[config.mk]
export PLATFORM = sky130hd
export DESIGN_NAME = sn74xx_mod_counter
export DESIGN_NICKNAME = d
export VERILOG_FILES = /design/src/rtl/sn74xx_mod_counter.sv
export SDC_FILE = /design/constraint.sdc
export NUM_CORES = 1
export LEC_CHECK = 0
export CAP_MARGIN = 5
export CORE_AREA = 2 2 39 41
export DETAILED_ROUTE_END_ITERATION = 12
export DIE_AREA = 0 0 41 43
export PLACE_DENSITY = 0.7
export REMOVE_ABC_BUFFERS = 1
export SLEW_MARGIN = 10
export SYNTH_ARGS = -nofsm -noshare
export SYNTH_HDL_FRONTEND = slang
export SYNTH_SLANG_ARGS = --single-unit
[constraint.sdc]
create_clock -name clk -period 2.3 [get_ports clk]
set_input_delay 0.345 -clock clk [delete_from_list [all_inputs] [get_ports clk]]
set_output_delay 0.345 -clock clk [all_outputs]
set_load 0.05 [all_outputs]
[src/rtl/sn74xx_mod_counter.sv]
// Parametrised synchronous modulo-N up/down counter with 161-style dual enables,
// synchronous load with clamping, combinational ripple carry and registered wrap pulse.
module sn74xx_mod_counter #(
    parameter int unsigned     WIDTH    = 4,
    parameter longint unsigned MODULUS  = 16,
    parameter bit              NEG_EDGE = 1'b1
) (
    input  logic             clk,
    input  logic             clr,
    input  logic             load,
    input  logic [WIDTH-1:0] d,
    input  logic             enp,
    input  logic             ent,
    input  logic             up,
    output logic [WIDTH-1:0] out,
    output logic             rco,
    output logic             wrap
);

    localparam longint unsigned LP_SPAN = 64'd1 << WIDTH;

    generate
        if (WIDTH < 1 || WIDTH > 32 || MODULUS < 2 || MODULUS > LP_SPAN) begin : g_bad_params
            $error("sn74xx_mod_counter: illegal WIDTH/MODULUS combination");
        end
    endgenerate

    // Terminal comparisons use WIDTH+1 bits so MODULUS = 2^WIDTH cannot overflow.
    localparam logic [WIDTH:0]   LP_MOD  = (WIDTH+1)'(MODULUS);
    localparam logic [WIDTH:0]   LP_TERM = (WIDTH+1)'(MODULUS - 64'd1);
    localparam logic [WIDTH-1:0] LP_TOP  = LP_TERM[WIDTH-1:0];
    localparam logic [WIDTH-1:0] LP_ONE  = WIDTH'(1);

    logic [WIDTH-1:0] r_out;
    logic             r_wrap;
    logic [WIDTH-1:0] w_out_nxt;
    logic             w_wrap_nxt;
    logic             w_is_top;
    logic             w_is_zero;
    logic             w_term;

    always_comb begin
        w_is_top  = ({1'b0, r_out} == LP_TERM);
        w_is_zero = (r_out == '0);
        w_term    = up ? w_is_top : w_is_zero;
    end

    always_comb begin
        w_out_nxt  = r_out;
        w_wrap_nxt = 1'b0;
        if (load) begin
            w_out_nxt = ({1'b0, d} >= LP_MOD) ? LP_TOP : d;
        end else if (enp && ent) begin
            if (up) begin
                w_out_nxt  = w_is_top ? '0 : r_out + LP_ONE;
                w_wrap_nxt = w_is_top;
            end else begin
                w_out_nxt  = w_is_zero ? LP_TOP : r_out - LP_ONE;
                w_wrap_nxt = w_is_zero;
            end
        end
    end

    generate
        if (NEG_EDGE) begin : g_neg_edge
            always_ff @(negedge clk or posedge clr) begin
                if (clr) begin
                    r_out  <= '0;
                    r_wrap <= 1'b0;
                end else begin
                    r_out  <= w_out_nxt;
                    r_wrap <= w_wrap_nxt;
                end
            end
        end else begin : g_pos_edge
            always_ff @(posedge clk or posedge clr) begin
                if (clr) begin
                    r_out  <= '0;
                    r_wrap <= 1'b0;
                end else begin
                    r_out  <= w_out_nxt;
                    r_wrap <= w_wrap_nxt;
                end
            end
        end
    endgenerate

    assign out  = r_out;
    assign wrap = r_wrap;
    assign rco  = ent & w_term;

endmodule

**Run 1: wire density map**

(8 px per um) The die is cut into 8 by 9 equal tiles; white is low, dark blue is high, scaled to the fullest tile. Values are wire area over tile area, all layers added.
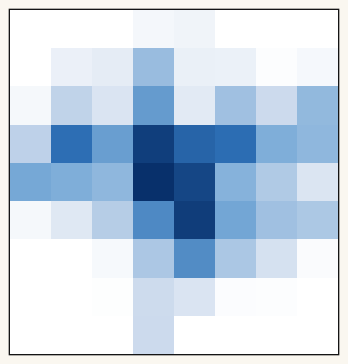
tiles over half the peak: 18%
fullest tile: 0.38
densest ninth of the die: middle
vias: 431
Routed wire per std cell: 11.3 um
drt total wl: 1030 um
Total GRT Usage: 0.140

**Run 1: ports around the boundary**

(6 px per um) Pins as bars across the die edge, other pins in grey.
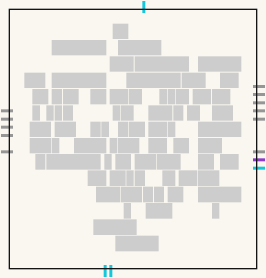
| colour | port | pins | direction | edge |
|---|---|---|---|---|
| purple | up | 1 | input | right |
| cyan | out | 4 | output | 2 bottom, 1 top, 1 right |
all pins by edge: 8 right, 5 left, 2 bottom, 1 top
die width: 41 um
I/O Buffers: 15
Die Ht: 43 um

**Run 1: gate families picked out**

(12 px per um)
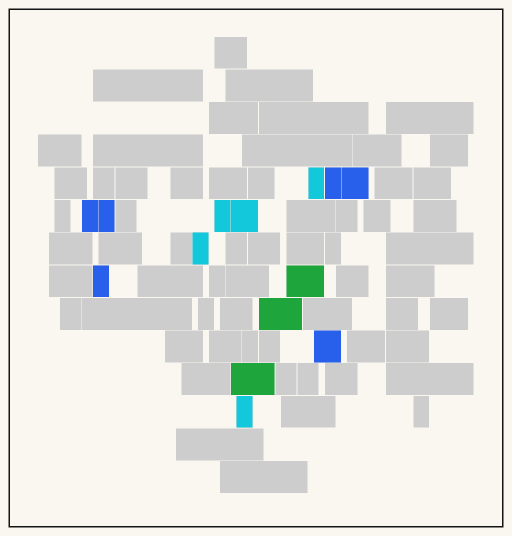
| colour | family | cells |
|---|---|---|
| green | AND-OR and OR-AND gates | 3 |
| cyan | NOR gates | 5 |
| blue | NAND gates | 6 |
final cell count without fillers: 91
logic share of the area: 0.331

==> flow_summary_export.csv, run 1 <==
group,metric,value,unit
run,warnings,28,
pwr,vdd_drop_max,315,uV
synthesis,syn_inst,48,
worst_setup_path,crit_start,"out[0]",
floorplanning,dieArea,1760,um^2
final_timing,rsz0062_at_grt,"true",
worst_setup_path,crit_path_end,"rco",
pwr,p_leak,0.000339,uW
clock_network,cts_sinks,5,
pwr,power_density,545,nW/um^2
clock_network,cts_tree,"done",
worst_setup_path,reg2reg_slack,0.66,ns
worst_setup_path,crit_type,"flop to output pin",
worst_setup_path,r2r.worst_path.cells,7,
floorplanning,pin_count,16,
routing,detail-route-antenna-nets,0,
worst_setup_path,cp_max_fo,3,
placement,place.gp.congestion,0.769,
worst_setup_path,start_kind,"flop",
synthesis,ys_area,385,um^2
synthesis,synth_area,385,um^2
status,violations,"negative setup slack",
routing,drcViolationCount,0,
global_route,grt_pass1_vias,428,
synthesis,ys_types,25,
synthesis,ys_warn_count,0,
placement,hpwl,766,um
status,status,"finished, violations left",
routing,drt-vias-per-instance,4.74,
final_timing,relSlewSlack,0.837,
final_layout,antenna_cells,0,
routing,drtIter0Drc,13,
clock_network,clk_pin_slew_worst_paths,0.03,ns
worst_setup_path,max_stage_delay,0.39,ns
synthesis,avgSynthCellArea,8.03,um^2
final_timing,finalSetupViolCount,8,
final_layout,syn_to_final_growth,90.3,%
final_timing,worst_slack,-0.863,ns
final_timing,maxSlewViolCount,0,
floorplanning,fp-utilization,0.278,
worst_setup_path,critical_path_required,1.96,ns
global_route,grt.overflow.total,0,
clock_network,clock_latency,0.25,ns
run 1: through the flow:
step	cell area, um^2	utilization	worst slack (ns)
CTS	708	0.512	-0.844
global placement	661	0.477	-0.549
detailed placement	661	0.477	-0.611
global route	733	0.530	-0.906
finish	733	0.530	-0.863
floorplan	370	-	-0.986
run 1: worst min path at each step:
stage               slack [ns]   start  cells after the start      to
global placement          0.67  out[2]                      3  out[2]
CTS                       0.69  out[2]                      3  out[2]
floorplan                 0.80  out[2]                      2  out[2]
detailed placement        0.69  out[2]                      3  out[2]
global route              0.71  out[2]                      3  out[2]
finish                    0.67  out[2]                      3  out[2]
run 1: worst max-delay path: cells and delay by family (launching register included):
kind / cells / cell delay [ns]
simple gates: 2 / 0.56
flops: 1 / 0.35
buf+inv: 2 / 0.21
fa+ha+maj: 1 / 0.18
compound gates: 1 / 0.13
run 1: cell usage in the layout, fill, tap and decap left out, drive strengths merged, types with 2 or more instances in the layout:
cell and instances:
dlygate4sd2 3, nor2 5, o21ai 6, buf 16
dfrtn 5, a21oi 4, clkdlybuf4s50 6, nand2 5
ha 2, inv 5, clkbuf 4
run 1: area by class of cell:
class,count,area share
inverters,5,0.0256
well taps,16,0.0273
flip-flops and latches,5,0.171
clock buffers,4,0.0358
multi-input cells,36,0.331
repair buffers,25,0.410
run 1: synthesized netlist by cell type, drive strengths merged:
cell | number | share of area
a31oi | 1 | 0.016
a221oi | 1 | 0.023
o21bai | 1 | 0.019
nand4 | 1 | 0.016
ha | 2 | 0.065
or3b | 1 | 0.023
mux2i | 1 | 0.026
nand2 | 5 | 0.049
a311o | 1 | 0.026
dfrtn | 5 | 0.32
a21oi | 4 | 0.052
and3 | 1 | 0.016
a21bo | 1 | 0.026
buf | 2 | 0.039
nor2 | 5 | 0.049
xnor2 | 1 | 0.023
and2 | 1 | 0.016
or4 | 1 | 0.019
xor2 | 1 | 0.023
a31o | 1 | 0.023
inv | 5 | 0.049
o21ai | 6 | 0.078
run 1: logic make-up after synthesis:
logic type	share of synthesized area
flip-flops	0.325
XOR/XNOR	0.0455
AND/OR/NAND/NOR	0.188
multiplexers	0.0260
adder cells (fa/ha/maj)	0.0649
buffers and inverters	0.0876
AND-OR/OR-AND	0.263
run 1: sequential cells by signal, indices dropped and copies added, names as in the netlist:
signal / count
wrap: 1
out: 4
run 1: report_power, final:
group / internal, uW / switching, uW / total (uW)
registers: 97.6 / 6.57 / 104
clock network: 65.5 / 35.0 / 101
logic: 101 / 93.7 / 195
run 1: what timing repair did:
| action | in CTS | in global routing |
|---|---|---|
| endpoints found under the setup margin | 10 | 10 |
| gates resized | 9 | 7 |
| pin swaps | 6 | 4 |
| hold buffers | 0 | 0 |
| buffers inserted | 3 | 2 |
run 1: layer usage:
metal,routed length (um),GRT usage
met1,429,0.176
met2,508,0.209
met3,88,0.0628
met4,0,0.0400
met5,0,0
==> run 2: changes to the inputs <==
Settings changed: RECOVER_POWER set to 25.
**Run 2: gate families picked out**

(12 px per um)
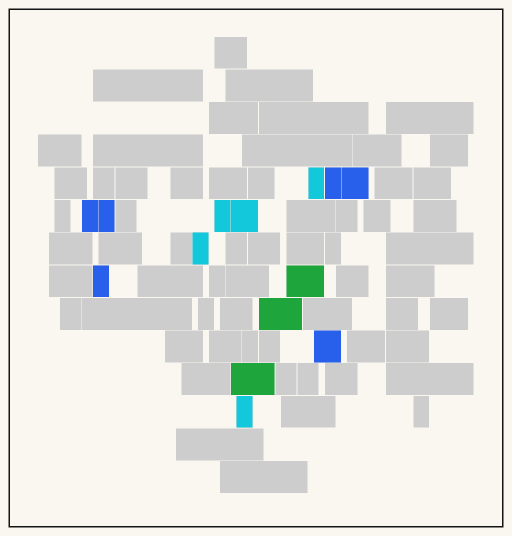
most used logic cell in the final layout: buf_12

==> run 2 against run 1 <==
  * The flow still finishes with violations (negative setup slack)
  * Sequential share of layout area stayed put
  * Global-route usage stayed put
  * Count of clock-buffer cells in the layout stayed put
  * Register-to-register slack hardly changed
  * Utilization stayed put
  * Cell count stayed put
  * Worst setup slack better by 0.0013 ns
  * Worst hold slack stayed put
  * Power hardly changed
  * Cell area stayed put
  * Clock skew stayed put
  * Combinational power hardly changed
  * Critical path type unchanged
  * Largest power group unchanged
==> flow_summary_export.csv, run 2 <==
group,metric,value,unit
status,status,"finished, violations left",
status,violations,"negative setup slack",
final_timing,maxSlewViolCount,0,
pwr,vdd_drop_max,315,uV
synthesis,yosys.area_share.adder,0.0649,
global_route,track_usage,0.140,
placement,post_dp_cell_area,661,um^2
worst_setup_path,r2r.worst_path.cells,7,
synthesis,yosys.area_share.simple,0.188,
synthesis,synth_area,385,um^2
final_timing,relSlewSlack,0.837,
worst_setup_path,critical_path_required,1.96,ns
min_path,hold_end,"out[2]",
synthesis,syn_inst,48,
final_timing,finalSetupViolCount,8,
worst_setup_path,cp_max_fo,3,
synthesis,topCombFamilyByArea,"AND-OR/OR-AND gates",
routing,dr_total_vias,430,
synthesis,avgSynthCellArea,8.03,um^2
final_layout,syn_to_final_growth,90.3,%
synthesis,ys_types,25,
final_timing,worst_slack,-0.862,ns
routing,detail-route-antenna-nets,0,
min_path,worstHoldStart,"out[2]",
final_layout,utilization,0.530,
pwr,p_leak,0.000339,uW
final_layout,stdcell_count,91,
synthesis,topCellsByArea,"dfrtn_1 (32%), ha_1 (6.5%), a21oi_1 (5.2%)",
placement,place.gp.congestion,0.769,
run,warnings,28,
clock_network,clk_pin_slew_worst_paths,0.03,ns
pwr,power_density,544,nW/um^2
min_path,hold_depth,3,
clock_network,cts_sinks,5,
synthesis,top_area_cell,"dfrtn_1",
**Run 2: clock distribution**

(8 px per um)
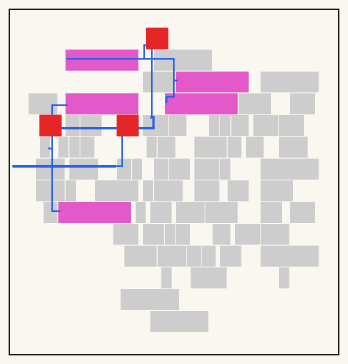
[blue] clock wires | length: 84.8 um
[red] cells driving clock nets | count: 3
[magenta] flip-flops | count: 5
routed clock nets: 4
clk ins delay skew pair: 0.25 ns
P_clk: 101 uW

==> run 2: cell counts after synthesis <==
Identical to the previous run, type by type.
==> run 2: layout make-up <==
cell class / count / area, um^2
clock buffers: 4 / 26.3
fillers: 137 / 651
inverters: 5 / 18.8
multi-input cells: 36 / 243
flip-flops and latches: 5 / 125
well taps: 16 / 20.0
repair buffers: 25 / 300
==> run 2: worst max-delay path, delay by kind of cell, from the launching register on <==
family / cells / cell delay [ns]
buf+inv: 2 / 0.21
fa+ha+maj: 1 / 0.18
flops: 1 / 0.35
simple gates: 2 / 0.56
compound gates: 1 / 0.12
==> run 2: worst max path at each step <==
stage	from	end	slack, ns	cells after the start
final	out[0]	rco	-0.86	6
after global routing	out[0]	rco	-0.91	6
after floorplan	out[0]	rco	-0.99	5
after detailed placement	out[0]	rco	-0.61	6
after global placement	out[0]	rco	-0.55	6
after CTS	out[0]	rco	-0.84	6
==> run 2: what timing repair did <==
item | 4_1_cts | 5_1_grt
hold buffers | 0 | 0
gates resized | 9 | 7
hold endpoints to repair | 0 | 0
pin swaps | 6 | 4
setup endpoints to repair | 10 | 10
buffers inserted | 3 | 2
==> run 2: power breakdown <==
group / internal, uW / switching, uW / leakage [uW]
logic: 101 / 93.7 / 0.000263
registers: 97.6 / 6.57 / 0.0000616
clock network: 65.5 / 35.0 / 0.0000150
total: 264 / 135 / 0.000339
==> run 2: cell families (layout without fill, tap and decap cells) <==
kind of cell | after synthesis | after routing
mux | 1 | 1
xor+xnor | 2 | 2
compound gates | 16 | 16
buf+inv | 7 | 34
simple gates | 15 | 15
fa+ha+maj | 2 | 2
flops | 5 | 5
==> run 2: stage by stage <==
stage	total power, uW	hold slack (ns)
floorplan	189	0.798
global placement	280	0.671
detailed placement	283	0.687
CTS	394	0.689
global route	427	0.707
finish	399	0.667
==> run 2: routing by layer <==
layer,routed length (um),vias up,track usage
met2,508,19,0.209
met3,87,0,0.0628
met1,429,189,0.176
met4,0,0,0.0400
li1,-,222,-
met5,0,-,0
**Run 2: wire density map**

(8 px per um) The die is cut into 8 by 9 equal tiles; white is low, dark blue is high, scaled to the fullest tile. Values are wire area over tile area, all layers added.
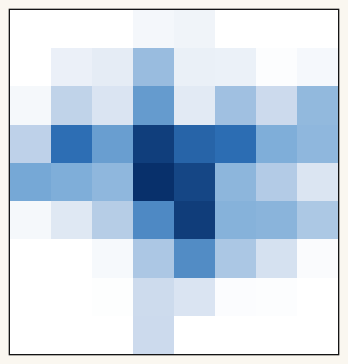

==> run 3: changes to the inputs <==
Settings changed: CORE_AREA 2 2 39 41 to 5 5 42 44, DIE_AREA 0 0 41 43 to 0 0 47 49.
**Run 3: wire density map**

(8 px per um) The die is cut into 9 by 10 equal tiles; white is low, dark blue is high, scaled to the fullest tile. Values are wire area over tile area, all layers added.
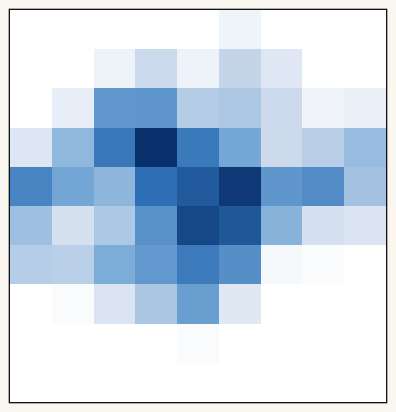
tiles over half the peak: 22%
nearly empty tiles: 40%
mean over tiles: 0.084
densest ninth of the die: middle
Routed wire per std cell: 12.8 um
drt total wl: 1150 um
vias: 441
Total GRT Usage: 0.116

**Run 3: clock distribution**

(8 px per um)
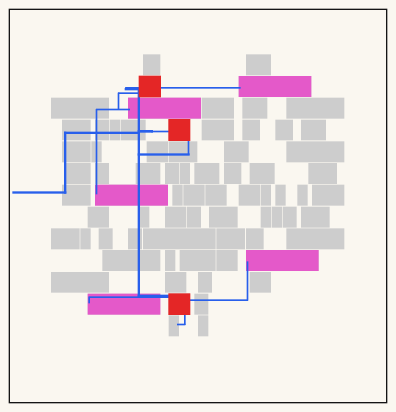
[blue] clock wires | length: 129 um
[red] cells driving clock nets | count: 3
[magenta] flip-flops | count: 5
routed clock nets: 4
P_clk: 110 uW
clock group share of total power: 0.271
clk ins delay skew pair: 0.26 ns

==> run 3 against run 2 <==
  * The flow still finishes with violations (negative setup slack)
  * Die area increased by 31%
  * Worst setup slack better by 0.045 ns
  * Routed wire length up 12%
  * Power rose by 1.5%
  * Highest routed layer is now met4
  * Sequential share of layout area is 0.21 points higher
  * Register-to-register slack better by 0.13 ns
  * Largest power group unchanged
==> flow_summary_export.csv, run 3 <==
group,metric,value,unit
status,status,"finished, violations left",
worst_setup_path,r2r.worst_path.cells,7,
pwr,internal-power,260,uW
pwr,p_sw,145,uW
global_route,antenna_found_initial,0,
clock_network,clk_pin_slew_worst_paths,0.04,ns
worst_setup_path,crit_buf_inv,2,
pwr,p_seq_frac,0.256,
final_timing,finalSetupViolCount,7,
final_layout,lay_top_count,"buf_4",
floorplanning,fp.dieW,47,um
floorplanning,fp-utilization,0.275,
synthesis,ys_types,25,
final_timing,maxSlewViolCount,0,
synthesis,topCellsByArea,"dfrtn_1 (32%), ha_1 (6.5%), a21oi_1 (5.2%)",
worst_setup_path,critPathTopFamily,"simple AND/OR/NAND/NOR gates",
min_path,worstHoldStart,"out[2]",
worst_setup_path,cp_max_fo,3,
status,violations,"negative setup slack",
worst_setup_path,critical_path_required,1.96,ns
pwr,total_power,405,uW
final_timing,worst_slack,-0.817,ns
min_path,hold_end,"out[2]",
synthesis,ys_ff,5,
min_path,hold_depth,3,
pwr,p_comb_frac,0.473,
pwr,vdd_drop_max,289,uV
pwr,p_leak,0.000332,uW
placement,place.gp.congestion,0.823,
pwr,power_density,559,nW/um^2
synthesis,synth_area,385,um^2
synthesis,top_area_cell,"dfrtn_1",
==> run 3: metal layers <==
| metal | part of all wire | wire [um] | vias up | global-route usage |
|---|---|---|---|---|
| met1 | 0.43 | 501 | 192 | 0.135 |
| met4 | 0.029 | 33 | 0 | 0.0691 |
| met2 | 0.44 | 502 | 18 | 0.172 |
| li1 | - | - | 226 | - |
| met3 | 0.10 | 116 | 5 | 0.0480 |
| met5 | 0 | 0 | - | 0 |
==> run 3: timing repair <==
action / in CTS / in global routing
hold endpoints to repair: 0 / 0
endpoints found under the setup margin: 11 / 9
pin swaps: 6 / 1
hold buffers: 0 / 0
setup buffers: 0 / 1
gates resized: 10 / 3
==> run 3: worst reg2reg max path: stages, from the launching register on <==
cell and delay, ns:
dfrtn_1 0.35, buf_4 0.18, ha_1 0.22, buf_4 0.15, mux2i_1 0.18, nor2_2 0.07, xnor2_1 0.14, o21ai_1 0.07
==> run 3: cells by family after synthesis <==
| logic type | count (synthesis) | share of synthesized area |
|---|---|---|
| compound gates | 16 | 0.263 |
| xor+xnor | 2 | 0.0455 |
| fa+ha+maj | 2 | 0.0649 |
| buf+inv | 7 | 0.0876 |
| flops | 5 | 0.325 |
| mux | 1 | 0.0260 |
| simple gates | 15 | 0.188 |
==> run 3: worst max path at each step <==
stage                to  slack (ns)  cells past startpoint    from
floorplan           rco       -0.99                      5  out[0]
global placement    rco       -0.55                      6  out[0]
detailed placement  rco       -0.59                      6  out[0]
CTS                 rco       -0.83                      6  out[1]
global route        rco       -0.89                      6  out[1]
finish              rco       -0.82                      6  out[1]
==> run 3: final cells by class <==
class                   count  area [um^2]
repair buffers             24          282
fillers                   141          677
flip-flops and latches      5          125
clock buffers               4         26.3
multi-input cells          36          253
inverters                   5         18.8
well taps                  16         20.0
==> run 3: metrics by stage <==
step	cell area (um^2)	cells	hold WS, ns	util	setup TNS [ns]
after floorplan	370	46	0.798	-	-1.29
after global placement	668	86	0.651	0.477	-2.67
after detailed placement	668	86	0.655	0.477	-2.76
after CTS	714	90	0.643	0.510	-1.63
after global routing	724	90	0.704	0.517	-2.06
final	724	90	0.645	0.517	-1.59
==> run 3: power by group through the flow <==
| stage | registers, uW | clock network [uW] | logic (uW) |
|---|---|---|---|
| after floorplan | 141 | 0 | 48.7 |
| after global placement | 104 | 0 | 177 |
| after detailed placement | 104 | 0 | 179 |
| after CTS | 103 | 113 | 188 |
| after global routing | 105 | 119 | 207 |
| final | 104 | 110 | 191 |
Power figures rest on the tool's default switching activity, not on a simulated workload.
